## src/rtl/spram_arbiter_if.sv

```systemverilog
// ============================================================================
// Module      : spram_arbiter_if
// Description : Request/response handshakes and SPRAM control pins shared by
//               the spram_arbiter and its surroundings.
// Revision    : 1.0 - initial release
// ============================================================================
`default_nettype none

interface spram_arbiter_if #(
    parameter int ADDR_W = 8,
    parameter int DATA_W = 8
);
    logic              init_done;

    logic              req0_valid;
    logic              req0_ready;
    logic              req0_we;
    logic [ADDR_W-1:0] req0_addr;
    logic [DATA_W-1:0] req0_wdata;
    logic              rsp0_valid;
    logic [DATA_W-1:0] rsp0_rdata;

    logic              req1_valid;
    logic              req1_ready;
    logic              req1_we;
    logic [ADDR_W-1:0] req1_addr;
    logic [DATA_W-1:0] req1_wdata;
    logic              rsp1_valid;
    logic [DATA_W-1:0] rsp1_rdata;

    logic [ADDR_W-1:0] ram_adr;
    logic [DATA_W-1:0] ram_d;
    logic              ram_enb;
    logic              ram_web;
    logic              ram_oeb;
    logic [DATA_W-1:0] ram_q;

    modport slave (
        output init_done,
        input  req0_valid, req0_we, req0_addr, req0_wdata,
        output req0_ready, rsp0_valid, rsp0_rdata,
        input  req1_valid, req1_we, req1_addr, req1_wdata,
        output req1_ready, rsp1_valid, rsp1_rdata,
        output ram_adr, ram_d, ram_enb, ram_web, ram_oeb,
        input  ram_q
    );

    modport master (
        input  init_done,
        output req0_valid, req0_we, req0_addr, req0_wdata,
        input  req0_ready, rsp0_valid, rsp0_rdata,
        output req1_valid, req1_we, req1_addr, req1_wdata,
        input  req1_ready, rsp1_valid, rsp1_rdata,
        input  ram_adr, ram_d, ram_enb, ram_web, ram_oeb,
        output ram_q
    );
endinterface

`default_nettype wire

```

## src/rtl/spram_arbiter.sv

```systemverilog
// ============================================================================
// Module      : spram_arbiter
// Description : Round-robin two-requester sequencer for one SPRAM256X8 macro,
//               with a power-up holdoff before the first access.
// Revision    : 1.0 - initial release
// ============================================================================
`default_nettype none

module spram_arbiter #(
    parameter int ADDR_W         = 8,
    parameter int DATA_W         = 8,
    parameter int STARTUP_CYCLES = 10
) (
    input  wire logic       clk,
    input  wire logic       reset,
    spram_arbiter_if.slave  bus
);

    localparam int c_CNT_W = (STARTUP_CYCLES > 1) ? $clog2(STARTUP_CYCLES) : 1;
    localparam logic [c_CNT_W-1:0] c_CNT_LAST = c_CNT_W'(STARTUP_CYCLES - 1);

    typedef enum logic [1:0] {
        ST_STARTUP   = 2'd0,
        ST_IDLE      = 2'd1,
        ST_ACCESS    = 2'd2,
        ST_READ_WAIT = 2'd3
    } state_t;

    state_t              r_state;
    state_t              w_next;
    logic [c_CNT_W-1:0]  r_cnt;
    logic                r_init_done;
    logic [ADDR_W-1:0]   r_addr;
    logic [DATA_W-1:0]   r_wdata;
    logic                r_we;
    logic                r_id;
    logic                r_last_grant;
    logic                r_rsp0_valid;
    logic                r_rsp1_valid;
    logic [DATA_W-1:0]   r_rsp0_rdata;
    logic [DATA_W-1:0]   r_rsp1_rdata;

    logic                w_pick0;
    logic                w_pick1;
    logic                w_ready0;
    logic                w_ready1;
    logic                w_hs0;
    logic                w_hs1;
    logic                w_enb;
    logic                w_web;
    logic                w_oeb;

    // On a tie the requester that did not win last time goes first.
    assign w_pick1 = bus.req1_valid && (!bus.req0_valid || !r_last_grant);
    assign w_pick0 = bus.req0_valid && !w_pick1;

    assign w_hs0 = w_ready0 && bus.req0_valid;
    assign w_hs1 = w_ready1 && bus.req1_valid;

    always_ff @(posedge clk) begin
        if (reset) begin
            r_state <= ST_STARTUP;
        end else begin
            r_state <= w_next;
        end
    end

    always_comb begin
        w_next   = r_state;
        w_ready0 = 1'b0;
        w_ready1 = 1'b0;
        w_enb    = 1'b1;
        w_web    = 1'b1;
        w_oeb    = 1'b1;
        case (r_state)
            ST_STARTUP: begin
                if (r_cnt == c_CNT_LAST) begin
                    w_next = ST_IDLE;
                end
            end
            ST_IDLE: begin
                w_ready0 = w_pick0;
                w_ready1 = w_pick1;
                if (w_pick0 || w_pick1) begin
                    w_next = ST_ACCESS;
                end
            end
            ST_ACCESS: begin
                w_enb = 1'b0;
                if (r_we) begin
                    w_web  = 1'b0;
                    w_next = ST_IDLE;
                end else begin
                    w_oeb  = 1'b0;
                    w_next = ST_READ_WAIT;
                end
            end
            ST_READ_WAIT: begin
                w_enb  = 1'b0;
                w_oeb  = 1'b0;
                w_next = ST_IDLE;
            end
            default: begin
                w_next = ST_STARTUP;
            end
        endcase
    end

    always_ff @(posedge clk) begin
        if (reset) begin
            r_cnt       <= '0;
            r_init_done <= 1'b0;
        end else if (r_state == ST_STARTUP) begin
            r_cnt <= r_cnt + c_CNT_W'(1);
            if (r_cnt == c_CNT_LAST) begin
                r_init_done <= 1'b1;
            end
        end
    end

    // The latched request doubles as the held RAM address/data between accesses.
    always_ff @(posedge clk) begin
        if (reset) begin
            r_addr       <= '0;
            r_wdata      <= '0;
            r_we         <= 1'b0;
            r_id         <= 1'b0;
            r_last_grant <= 1'b1;
        end else if (w_hs0 || w_hs1) begin
            r_addr       <= w_hs1 ? bus.req1_addr  : bus.req0_addr;
            r_wdata      <= w_hs1 ? bus.req1_wdata : bus.req0_wdata;
            r_we         <= w_hs1 ? bus.req1_we    : bus.req0_we;
            r_id         <= w_hs1;
            r_last_grant <= w_hs1;
        end
    end

    always_ff @(posedge clk) begin
        if (reset) begin
            r_rsp0_valid <= 1'b0;
            r_rsp1_valid <= 1'b0;
            r_rsp0_rdata <= '0;
            r_rsp1_rdata <= '0;
        end else begin
            r_rsp0_valid <= (r_state == ST_READ_WAIT) && !r_id;
            r_rsp1_valid <= (r_state == ST_READ_WAIT) &&  r_id;
            if (r_state == ST_READ_WAIT) begin
                if (r_id) begin
                    r_rsp1_rdata <= bus.ram_q;
                end else begin
                    r_rsp0_rdata <= bus.ram_q;
                end
            end
        end
    end

    assign bus.init_done  = r_init_done;
    assign bus.req0_ready = w_ready0;
    assign bus.req1_ready = w_ready1;
    assign bus.rsp0_valid = r_rsp0_valid;
    assign bus.rsp1_valid = r_rsp1_valid;
    assign bus.rsp0_rdata = r_rsp0_rdata;
    assign bus.rsp1_rdata = r_rsp1_rdata;
    assign bus.ram_adr    = r_addr;
    assign bus.ram_d      = r_wdata;
    assign bus.ram_enb    = w_enb;
    assign bus.ram_web    = w_web;
    assign bus.ram_oeb    = w_oeb;

endmodule

`default_nettype wire
```

## src/flat_wrapper.sv

```systemverilog
// flat-port wrapper written by rule: the top's interface ports become plain ports
module spram_arbiter_flat 
#(
    parameter int ADDR_W         = 8,
    parameter int DATA_W         = 8,
    parameter int STARTUP_CYCLES = 10
)
  (clk, reset, bus_init_done, bus_req0_valid, bus_req0_we, bus_req0_addr, bus_req0_wdata, bus_req0_ready, bus_rsp0_valid, bus_rsp0_rdata, bus_req1_valid, bus_req1_we, bus_req1_addr, bus_req1_wdata, bus_req1_ready, bus_rsp1_valid, bus_rsp1_rdata, bus_ram_adr, bus_ram_d, bus_ram_enb, bus_ram_web, bus_ram_oeb, bus_ram_q);
  spram_arbiter_if #(.ADDR_W(ADDR_W), .DATA_W(DATA_W)) bus_i ();
  input  wire logic clk;
  input  wire logic reset;
  output wire logic [$bits(bus_i.init_done)-1:0] bus_init_done;
  input wire logic [$bits(bus_i.req0_valid)-1:0] bus_req0_valid;
  input wire logic [$bits(bus_i.req0_we)-1:0] bus_req0_we;
  input wire logic [$bits(bus_i.req0_addr)-1:0] bus_req0_addr;
  input wire logic [$bits(bus_i.req0_wdata)-1:0] bus_req0_wdata;
  output wire logic [$bits(bus_i.req0_ready)-1:0] bus_req0_ready;
  output wire logic [$bits(bus_i.rsp0_valid)-1:0] bus_rsp0_valid;
  output wire logic [$bits(bus_i.rsp0_rdata)-1:0] bus_rsp0_rdata;
  input wire logic [$bits(bus_i.req1_valid)-1:0] bus_req1_valid;
  input wire logic [$bits(bus_i.req1_we)-1:0] bus_req1_we;
  input wire logic [$bits(bus_i.req1_addr)-1:0] bus_req1_addr;
  input wire logic [$bits(bus_i.req1_wdata)-1:0] bus_req1_wdata;
  output wire logic [$bits(bus_i.req1_ready)-1:0] bus_req1_ready;
  output wire logic [$bits(bus_i.rsp1_valid)-1:0] bus_rsp1_valid;
  output wire logic [$bits(bus_i.rsp1_rdata)-1:0] bus_rsp1_rdata;
  output wire logic [$bits(bus_i.ram_adr)-1:0] bus_ram_adr;
  output wire logic [$bits(bus_i.ram_d)-1:0] bus_ram_d;
  output wire logic [$bits(bus_i.ram_enb)-1:0] bus_ram_enb;
  output wire logic [$bits(bus_i.ram_web)-1:0] bus_ram_web;
  output wire logic [$bits(bus_i.ram_oeb)-1:0] bus_ram_oeb;
  input wire logic [$bits(bus_i.ram_q)-1:0] bus_ram_q;
  assign bus_init_done = bus_i.init_done;
  assign bus_i.req0_valid = bus_req0_valid;
  assign bus_i.req0_we = bus_req0_we;
  assign bus_i.req0_addr = bus_req0_addr;
  assign bus_i.req0_wdata = bus_req0_wdata;
  assign bus_req0_ready = bus_i.req0_ready;
  assign bus_rsp0_valid = bus_i.rsp0_valid;
  assign bus_rsp0_rdata = bus_i.rsp0_rdata;
  assign bus_i.req1_valid = bus_req1_valid;
  assign bus_i.req1_we = bus_req1_we;
  assign bus_i.req1_addr = bus_req1_addr;
  assign bus_i.req1_wdata = bus_req1_wdata;
  assign bus_req1_ready = bus_i.req1_ready;
  assign bus_rsp1_valid = bus_i.rsp1_valid;
  assign bus_rsp1_rdata = bus_i.rsp1_rdata;
  assign bus_ram_adr = bus_i.ram_adr;
  assign bus_ram_d = bus_i.ram_d;
  assign bus_ram_enb = bus_i.ram_enb;
  assign bus_ram_web = bus_i.ram_web;
  assign bus_ram_oeb = bus_i.ram_oeb;
  assign bus_i.ram_q = bus_ram_q;
  spram_arbiter #(.ADDR_W(ADDR_W), .DATA_W(DATA_W), .STARTUP_CYCLES(STARTUP_CYCLES)) u_core (.clk(clk), .reset(reset), .bus(bus_i));
endmodule
```

## config.mk

```make
export PLATFORM = sky130hd
export DESIGN_NAME = spram_arbiter_flat
export DESIGN_NICKNAME = d
export VERILOG_FILES = /design/src/rtl/spram_arbiter_if.sv /design/src/rtl/spram_arbiter.sv /design/src/flat_wrapper.sv
export SDC_FILE = /design/constraint.sdc
export NUM_CORES = 1
export LEC_CHECK = 0
export CAP_MARGIN = 10
export CORE_MARGIN = 2
export CORE_UTILIZATION = 47
export CTS_BUF_LIST = sky130_fd_sc_hd__clkbuf_2 sky130_fd_sc_hd__clkbuf_4 sky130_fd_sc_hd__clkbuf_8
export DETAILED_ROUTE_END_ITERATION = 10
export GPL_ROUTABILITY_DRIVEN = 0
export PLACE_DENSITY = 0.95
export SYNTH_ARGS = -nofsm -noshare
export SYNTH_HDL_FRONTEND = slang
export SYNTH_SLANG_ARGS = --single-unit
```

## constraint.sdc

```tcl
create_clock -name clk -period 2.9 [get_ports clk]
set_input_delay 0.87 -clock clk [delete_from_list [all_inputs] [get_ports clk]]
set_output_delay 0.87 -clock clk [all_outputs]
set_load 0.05 [all_outputs]
```

run_1/layer_met1.png
Supply wires on this layer in gray.
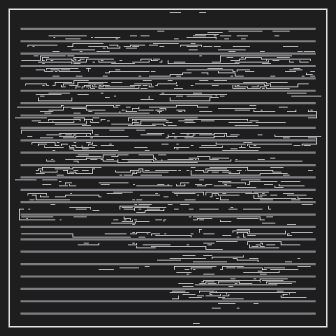
wire length on this layer = 2060 um
nets with wire on the layer = 289
share of all routed wire = 39%
main direction = horizontal
Via Count: 1874
met1 usage: 25.18%
Total Wirelength: 5249 um

run_1/layer_met2.png
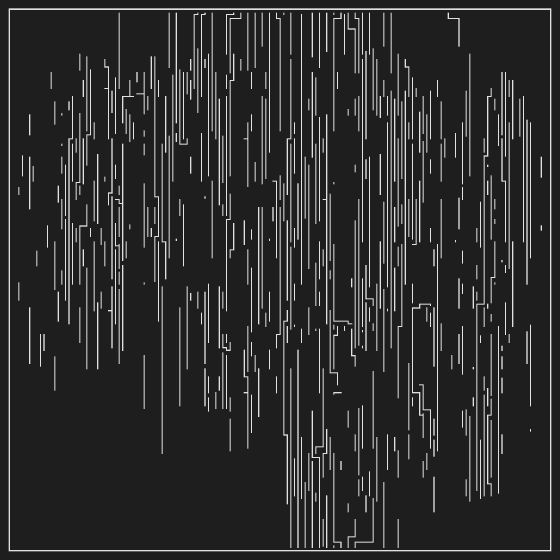
main direction = vertical
wire length on this layer = 2650 um
met2 usage: 38.14%

==> Slide: Implementation Results, run 1 <==
Synthesis and Place & Route Summary

Clock network
  – CTS H-tree depth: 2
  – Longest Clk Path Bufs: 2
  – TritonCTS clock tree: yes
  – Setup bufs post-CTS: 0
  – CTS root buffer: clkbuf_8
  – Clk sink count: 44
  – PostCTS Resize Cnt: 0

Pwr
  – Seq pwr: slightly above 0.0007 W
  – Total combinational power: around 0.00065 W
  – Lkg Pwr: just over 1 nW
  – Switching part of the total power: a little over a third
  – Net Sw Power: 0.0006326 W

Synthesis
  – Aoi share: 26.18%
  – Post-synth top flop: dfxtp_1
  – Netlist Area Pre-Place: 2012 um2
  – Post-Synth Simple-Gate Area: ~16%
  – Adder Area Share: between 4 and 5%
  – Synth top area share: 43.78%
  – Synth unique cells: 35
  – Count of yosys warnings during synthesis: 0

Route
  – DRC viols: 0
  – Met2 WL: 2646 um
  – M1 WL: 2064 um

Setup path
  – Worst Path Arrival: 1920 ps
  – Endpoint class of the critical path: output port
  – Critical Path RT: between 2000 and 2500 ps
  – Crit start category: flop
  – Worst R2R End: u_core.r_we

Final layout
  – Area growth, synth to finish: 46.46%
  – Final Non-Filler Cells: around 350

Placed design
  – IO Port Bufs: 85
  – Hpwl dp: 3802 um

Floorplan
  – Die Wd: 69.43 um
  – Initial Utilization: 49.58%
  – Die area: about 4800 um2

Run status
  – Run status: completed

Final timing
  – Worst slew margin: 59.22%
  – WHS: 456.8 ps
  – Clock Skews: 11.80 ps
  – Slew @ Worst Pin: 611.7 ps

Global routing
  – All-Layer GR Usage: 22.18%
  – Global-route met3 utilization: 7.994%
  – Largest net degree at the start of global routing: 27

Flow run
  – Max-capacitance violation count: 0
run_1/layer_met3.png
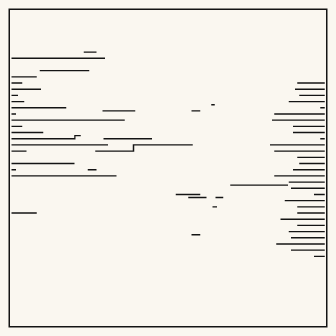
nets with wire on the layer = 55
main direction = horizontal
wire length on this layer = 446 um

-- run 1: cells in the mapped netlist, types with 2 or more instances --
| cell type | count |
|---|---|
| dfxtp_1 | 44 |
| nor2_1 | 31 |
| nand2_1 | 28 |
| a21oi_1 | 16 |
| a211oi_1 | 10 |
| o32ai_1 | 9 |
| a211oi_2 | 8 |
| clkbuf_1 | 8 |
| nand3_1 | 8 |
| o32ai_2 | 8 |
| ha_1 | 7 |
| inv_1 | 5 |
| nor2b_1 | 4 |
| buf_1 | 2 |
| buf_2 | 2 |
| buf_4 | 2 |
| buf_6 | 2 |
| nand2b_1 | 2 |
| o21ai_0 | 2 |
| xnor2_1 | 2 |
-- run 1: state kept, by name, summed over array words and instances, names as in the netlist --
name / count
u_core.bus.ram_adr: 8
u_core.bus.ram_d: 8
u_core.bus.rsp0_rdata: 8
u_core.bus.rsp1_rdata: 8
u_core.r_cnt: 4
u_core.r_state: 2
u_core.bus.init_done: 1
u_core.bus.rsp0_valid: 1
u_core.bus.rsp1_valid: 1
u_core.r_id: 1
u_core.r_last_grant: 1
u_core.r_we: 1
-- run 1: area by class of cell --
cell class / count / area, um2
fill: 286 / 1111
multi-input combinational: 146 / 977.2
timing repair buffer: 92 / 905.9
sequential: 44 / 880.8
clock buffer: 8 / 97.59
tap: 50 / 62.56
inverter: 6 / 22.52
-- run 1: worst max-delay path by stage --
stage | to | startpoint
finish | bus_ram_web | u_core.r_state[0]
global route | bus_req0_ready | bus_req0_valid
CTS | bus_ram_enb | u_core.r_state[0]
detailed placement | bus_req0_ready | bus_req0_valid
global placement | bus_req1_ready | bus_req1_valid
floorplan | bus_req1_ready | bus_req1_valid
-- run 1: worst max-delay path, cell delays in order (launching register included) --
cell and delay [ps]:
dfxtp_1 390, inv_1 100, ha_1 240, nand2_1 90, clkdlybuf4s50_1 800
==> run 2, diff against run 1 <==
--- a/config.mk
+++ b/config.mk
@@ -5,6 +5,7 @@
 export SDC_FILE = /design/constraint.sdc
 export NUM_CORES = 1
 export LEC_CHECK = 0
+export ABC_AREA = 1
 export CAP_MARGIN = 10
 export CORE_MARGIN = 2
 export CORE_UTILIZATION = 47
run_2/layer_met2.png
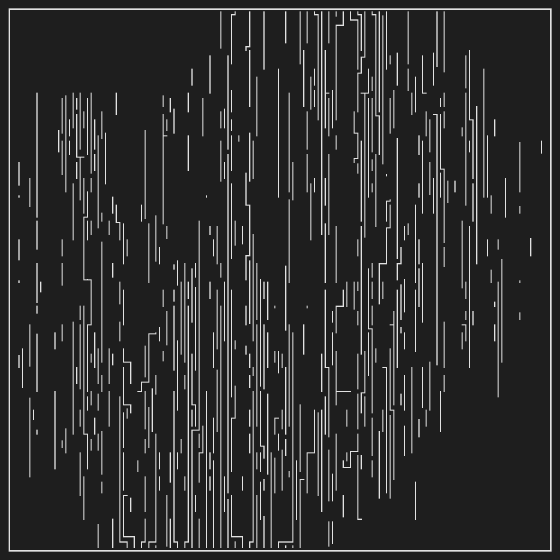
share of all routed wire = 51%
longest straight run = 43.2 um
nets with wire on the layer = 316

run_2/layer_met1.png
Supply wires on this layer in gray.
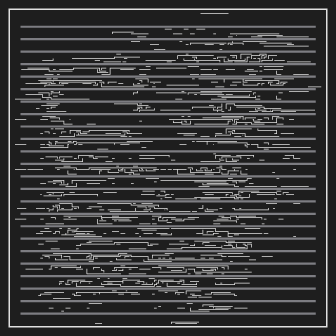
longest straight run = 18.9 um
main direction = horizontal
nets with wire on the layer = 377
Via Count: 2002
met1 usage: 23.32%
Total Wirelength: 4896 um

==> Slide: Implementation Results, run 2 <==
Synthesis and Place & Route Summary

Route
  – M1 WL: 1955 um
  – Detailed Route Iter0 Violations: 120
  – DRC viols: 0
  – First drt pass iteration count: 4
  – Met2 WL: 2494 um
  – Drt via density: 4.711

Synthesis
  – Area leader, netlist: dfxtp_1
  – Yosys cell count: slightly below 300
  – Commonest cells post-synth: nor2_1 (92), nand2_1 (51), dfxtp_1 (44)
  – Count of yosys warnings during synthesis: 0
  – Synth unique cells: 20
  – Post-synth top flop: dfxtp_1
  – Netlist Area Pre-Place: 1982 um2
  – Yosys Chip Area: around 2000 um2
  – Synth top area share: 44.44%
  – Number of enable flip-flop cells: 0
  – Top-count cell post-synth: nor2_1

Final layout
  – Share of cells above drive strength 1: 4.800%
  – Antenna diode count: 0
  – Final Non-Filler Cells: 425
  – Area growth, synth to finish: 50.32%

Setup path
  – Max incr delay on CP: 810 ps
  – WP buf/inv: 2
  – Cell depth of the worst setup path: 4
  – Critical Path RT: 2030 ps
  – Crit start category: flop
  – Crit-path slowest cell: clkdlybuf4s50_1
  – Worst-path cell chain: inv_1, ha_1, nand2_1, clkdlybuf4s50_1
  – Largest delay contributor family on the critical path: buffers and inverters
  – Worst Path Arrival: 1940 ps
  – Endpoint class of the critical path: output port

Final timing
  – Slew @ Worst Pin: 574.5 ps
  – Clock Skews: 5.151 ps
  – Final Hold Vio Count: 0
  – Worst slew margin: approximately three fifths

Placed design
  – Hpwl dp: 3590 um
  – Placed cell count: 417
  – IO Port Bufs: 85

Global routing
  – Gr ovfl total: 0
  – Global-route wire length before repair: 7797 um
  – Met2 usage: 40.02%
  – Global-route met3 utilization: 8.442%
  – Largest net degree at the start of global routing: 41

Floorplan
  – Die area: about 4800 um2
  – Rows: 23
  – Die Wd: 68.94 um
  – Core ar.: between 4000 and 5000 um2
  – Initial Utilization: a little under 50%

Clock network
  – Worst-path clk slew: around 80 ps
  – Inserted Clock Buffers: 5
  – CTS H-tree depth: 2
  – CTS root buffer: clkbuf_8
  – Clk sink count: between 40 and 50
  – Longest Clk Path Bufs: 2
  – TritonCTS clock tree: yes
  – Worst-skew pair later-pin latency: about 300 ps

Pwr
  – Worst VDD drop: between 0.4 and 0.5 mV
  – Power per Cell Area: approximately 820 nW/um2
  – Lkg Pwr: 1.358 nW

Flow run
  – Max-capacitance violation count: 0

Run status
  – Run status: completed

Hold path
  – HP Class: reg -> reg
run_2/metal_density.png
Scale bar: 20 um. 14 x 14 tiles, from dark purple (low) to yellow (high), scaled to the fullest tile. Values are wire area over tile area, all layers added.
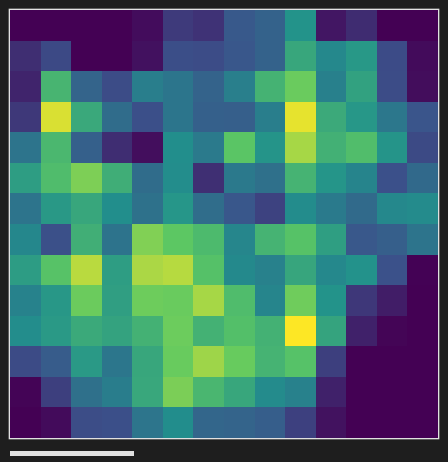
densest ninth of the die = bottom center
fullest tile = 0.42
emptiest ninth of the die = lower right
nearly empty tiles = 12%
tiles over half the peak = 38%
mean routed wirelength per cell: 11.52 um
All-Layer GR Usage: 22.21%

run 2: cell count changes after synthesis, moves of 10 or more:
cell,previous run,this run
inv_1,5,29
o21ai_0,2,28
a211oi_1,10,0
nand2_1,28,51
nor2_1,31,92
run 2: final cells by class:
type	count	area [um2]
sequential	44	880.8
inverter	31	116.4
clock inverter	2	35.03
clock buffer	6	76.32
timing repair buffer	88	893.4
fill	319	1050
multi-input combinational	204	914.6
tap	50	62.56
run 2: logic make-up (layout without fill, tap and decap cells):
family / count (synthesis) / in the layout / share of synthesized area, %
adders and majority gates: 7 / 7 / 4.419
buffers and inverters: 41 / 127 / 9.406
AOI/OAI and AO/OA: 44 / 44 / 11.68
DFF: 44 / 44 / 44.44
and+or+nand+nor: 153 / 153 / 30.05
run 2: power by group:
| group | leakage (nW) | switching, W | internal, W |
|---|---|---|---|
| sequential | 0.358 | 0.0000752 | 0.000730 |
| clock | 0.0586 | 0.000205 | 0.000265 |
| combinational | 0.941 | 0.000768 | 0.000403 |
| total | 1.36 | 0.00105 | 0.00140 |
run 2: through the flow:
stage	util, %	total power, W	hold slack [ps]	setup slack [ps]	cell area (um2)
finish	73.94	0.002446	449.0	91.63	2979
global route	73.94	0.002595	485.3	6.512	2979
CTS	73.88	0.002459	452.5	46.29	2977
detailed placement	71.12	0.001986	440.6	117.6	2865
global placement	71.12	0.001960	435.1	155.3	2865
floorplan	-	0.001629	442.4	250.8	1982
run 2: what timing repair did:
action	CTS	global route
endpoints found under the setup margin	0	1
buffers inserted	0	0
gates resized	0	1
run 2: worst paths after layout:
check | start | slack [ps] | to
max | u_core.r_state[0] | 90 | bus_ram_web
min | u_core.bus.init_done | 450 | u_core.bus.init_done
max reg2reg | u_core.r_state[1] | 1280 | u_core.r_we
min reg2reg | u_core.bus.init_done | 450 | u_core.bus.init_done
==> run 3, diff against run 2 <==
--- a/config.mk
+++ b/config.mk
@@ -12,6 +12,7 @@
 export CTS_BUF_LIST = sky130_fd_sc_hd__clkbuf_2 sky130_fd_sc_hd__clkbuf_4 sky130_fd_sc_hd__clkbuf_8
 export DETAILED_ROUTE_END_ITERATION = 10
 export GPL_ROUTABILITY_DRIVEN = 0
+export GPL_TIMING_DRIVEN = 0
 export PLACE_DENSITY = 0.95
 export SYNTH_ARGS = -nofsm -noshare
 export SYNTH_HDL_FRONTEND = slang
run_3/layer_met2.png
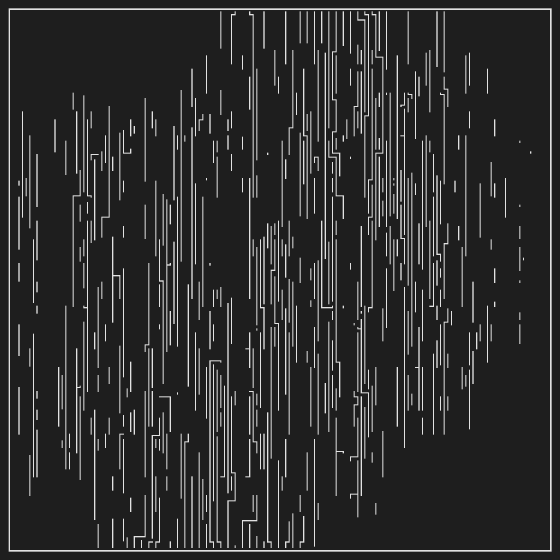
nets with wire on the layer = 319
longest straight run = 26.2 um
met2 usage: 40.38%
Total Wirelength: 5161 um
Via Count: 2030

run_3/layer_met3.png
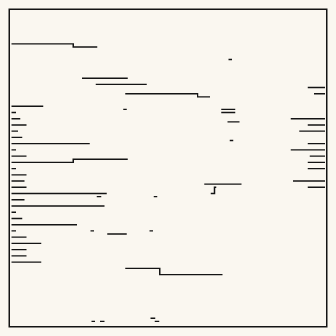
wire length on this layer = 311 um
nets with wire on the layer = 51
global-route met3 utilization: 7.468%

run_3/layer_met4.png
Scale bar: 20 um. Supply wires on this layer in gray. Cells faint in the background.
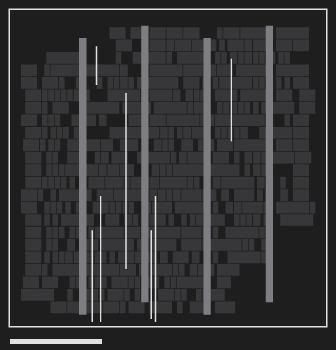
share of all routed wire = 3.0%
nets with wire on the layer = 7

==> Slide: Implementation Results, run 3 <==
Synthesis and Place & Route Summary

Pwr
  – Logic pwr share: roughly 48%
  – Clk pwr: 0.000479 W
  – Net Sw Power: between 0.001 and 0.0015 W
  – Seq pwr: 0.000810 W
  – Flop pwr share: between 30% and 40%
  – Power per Cell Area: 822.5 nW/um2
  – Pwr top: combinational logic
  – Total combinational power: 0.00120 W
  – Internal power: 0.001406 W
  – Lkg Pwr: between 1 and 1.5 nW
  – Clock power share: 19.3%
  – Worst VDD drop: 0.5115 mV
  – Switching part of the total power: between 40% and 50%

Setup path
  – Worst Path Arrival: 1770 ps
  – Critical Path RT: roughly 2000 ps
  – Endpoint class of the critical path: output port
  – Crit-path slowest cell: dlygate4sd2_1
  – Max incr delay on CP: 550 ps
  – Worst-path cell chain: inv_1, ha_1, o21ai_0, dlygate4sd2_1
  – Crit start category: flop

Final layout
  – Final Instance Area: 3022 um2
  – Share of cells above drive strength 1: 5.759%
  – Top cell excl fill/tap: nor2_1
  – Final #Nets: approximately 430
  – Filler Cell Count: around 300
  – Fin util: 75.00%
  – Area growth, synth to finish: 52.46%
  – Final Non-Filler Cells: 432
  – Antenna diode count: 0

Global routing
  – Global-route wire length before repair: 8073 um
  – Largest net degree at the start of global routing: 16
  – All-Layer GR Usage: a little under a quarter
  – Gr ovfl total: 0
  – Met1 usage: 24.88%
  – Vias in the first global route: 1851

Route
  – First drt pass iteration count: 4
  – Met2 WL: 2563 um
  – Top Layer Used: met4
  – DRC viols: 0
  – M1 WL: between 2000 and 2500 um
  – Detailed Route Iter0 Violations: 74
  – Drt via density: 4.699
  – Mean routed wirelength per cell: 11.95 um

Synthesis
  – Yosys cell count: 289
  – Synth top area share: between 40 and 50%
  – Post-synth top flop: dfxtp_1
  – Seq share, synth: 44.44%
  – Number of enable flip-flop cells: 0
  – Area leader, netlist: dfxtp_1
  – Yosys Chip Area: 1982 um2
  – Netlist Area Pre-Place: about 2000 um2
  – Synth unique cells: 20
  – Commonest cells post-synth: nor2_1 (92), nand2_1 (51), dfxtp_1 (44)
  – Count of yosys warnings during synthesis: 0
  – Top-count cell post-synth: nor2_1

Clock network
  – TritonCTS clock tree: yes
  – CTS H-tree depth: 2
  – Worst-path clk slew: approximately 90 ps
  – Longest Clk Path Bufs: 2
  – CTS root buffer: clkbuf_8
  – Inserted Clock Buffers: 5
  – Setup bufs post-CTS: 0
  – Worst-skew pair later-pin latency: 300 ps
  – Clk sink count: around 44

Hold path
  – HP Class: reg -> reg

Final timing
  – Clock Skews: 7.273 ps
  – WHS: 458.2 ps
  – Slew @ Worst Pin: approximately 530 ps
  – Worst slew margin: roughly 64%
  – Final Hold Vio Count: 0

Floorplan
  – Initial Utilization: 49.19%
  – Die height: 68.94 um
  – Die Wd: 68.94 um
  – Die area: 4752 um2
  – Rows: 23
  – Core ar.: 4029 um2

Placed design
  – IO Port Bufs: 85
  – Hpwl dp: ~3900 um
  – Placed cell count: 424
  – Dpl cell area: roughly 2900 um2

Flow run
  – Max-capacitance violation count: 0

Run status
  – Run status: completed
-- run 3: path summary, 6_finish.rpt --
path	start	endpoint	slack, ps	cells past startpoint
max	u_core.r_state[0]	bus_ram_oeb	260	4
min reg2reg	u_core.bus.init_done	u_core.bus.init_done	460	2
max reg2reg	u_core.r_state[0]	u_core.bus.ram_d[3]	1310	7
min	u_core.bus.init_done	u_core.bus.init_done	460	2
-- run 3: layout make-up --
| type | count | area (um2) | area share (%) |
|---|---|---|---|
| Tap cell | 50 | 62.56 | 2.070 |
| Multi-Input combinational cell | 204 | 917.1 | 30.35 |
| Clock inverter | 3 | 47.55 | 1.573 |
| Clock buffer | 5 | 68.82 | 2.277 |
| Inverter | 31 | 116.4 | 3.851 |
| Buffer | 10 | 76.32 | 2.526 |
| Timing Repair Buffer | 85 | 852.1 | 28.20 |
| Sequential cell | 44 | 880.8 | 29.15 |
-- run 3: critical path, delay by kind of cell (launching register included) --
family	cells	cell delay (ps)
adders and majority gates	1	240
buffers and inverters	2	650
DFF	1	430
AOI/OAI and AO/OA	1	150
-- run 3: through the flow --
stage / TNS (ps) / power (W) / worst slack [ps]
6_report: 0 / 0.002485 / 258.1
5_1_grt: 0 / 0.002634 / 124.8
4_1_cts: 0 / 0.002496 / 22.23
3_5_place_dp: -1077 / 0.002020 / -605.9
3_3_place_gp: -977.2 / 0.001992 / -564.8
2_1_floorplan: 0 / 0.001629 / 250.8
-- run 3: cells by family after synthesis --
family          count (synthesis)  synth area share (%)
compound gates                 44                 11.68
buf+inv                        41                 9.406
simple gates                  153                 30.05
flops                          44                 44.44
fa+ha+maj                       7                 4.419
-- run 3: timing repair --
action	in CTS	in global routing
hold buffers	0	0
gates cloned	0	0
endpoints found under the setup margin	3	3
resized	14	5

==> gallery <==
The clock network.
picture 1
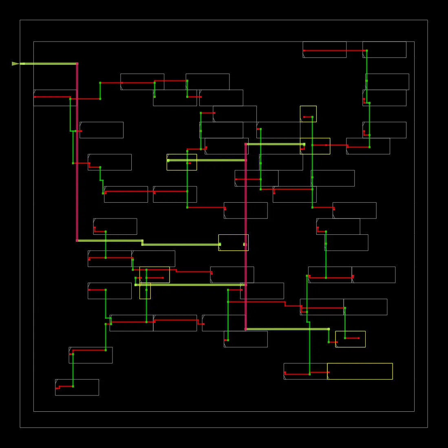
picture 2
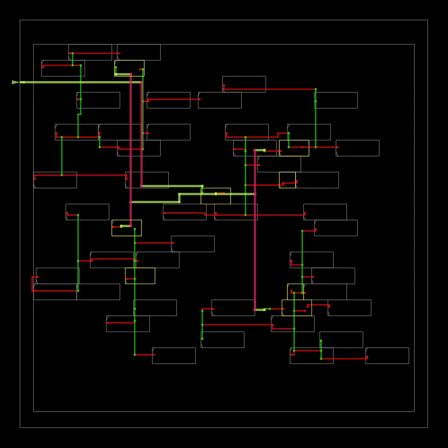
picture 3
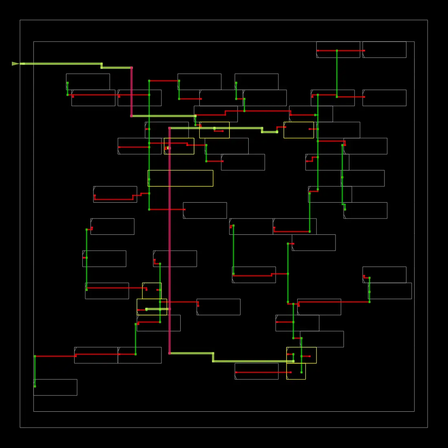
picture 2 -> run 1
picture 1 -> run 2
picture 3 -> run 3

Power and IR drop assume default switching activity.
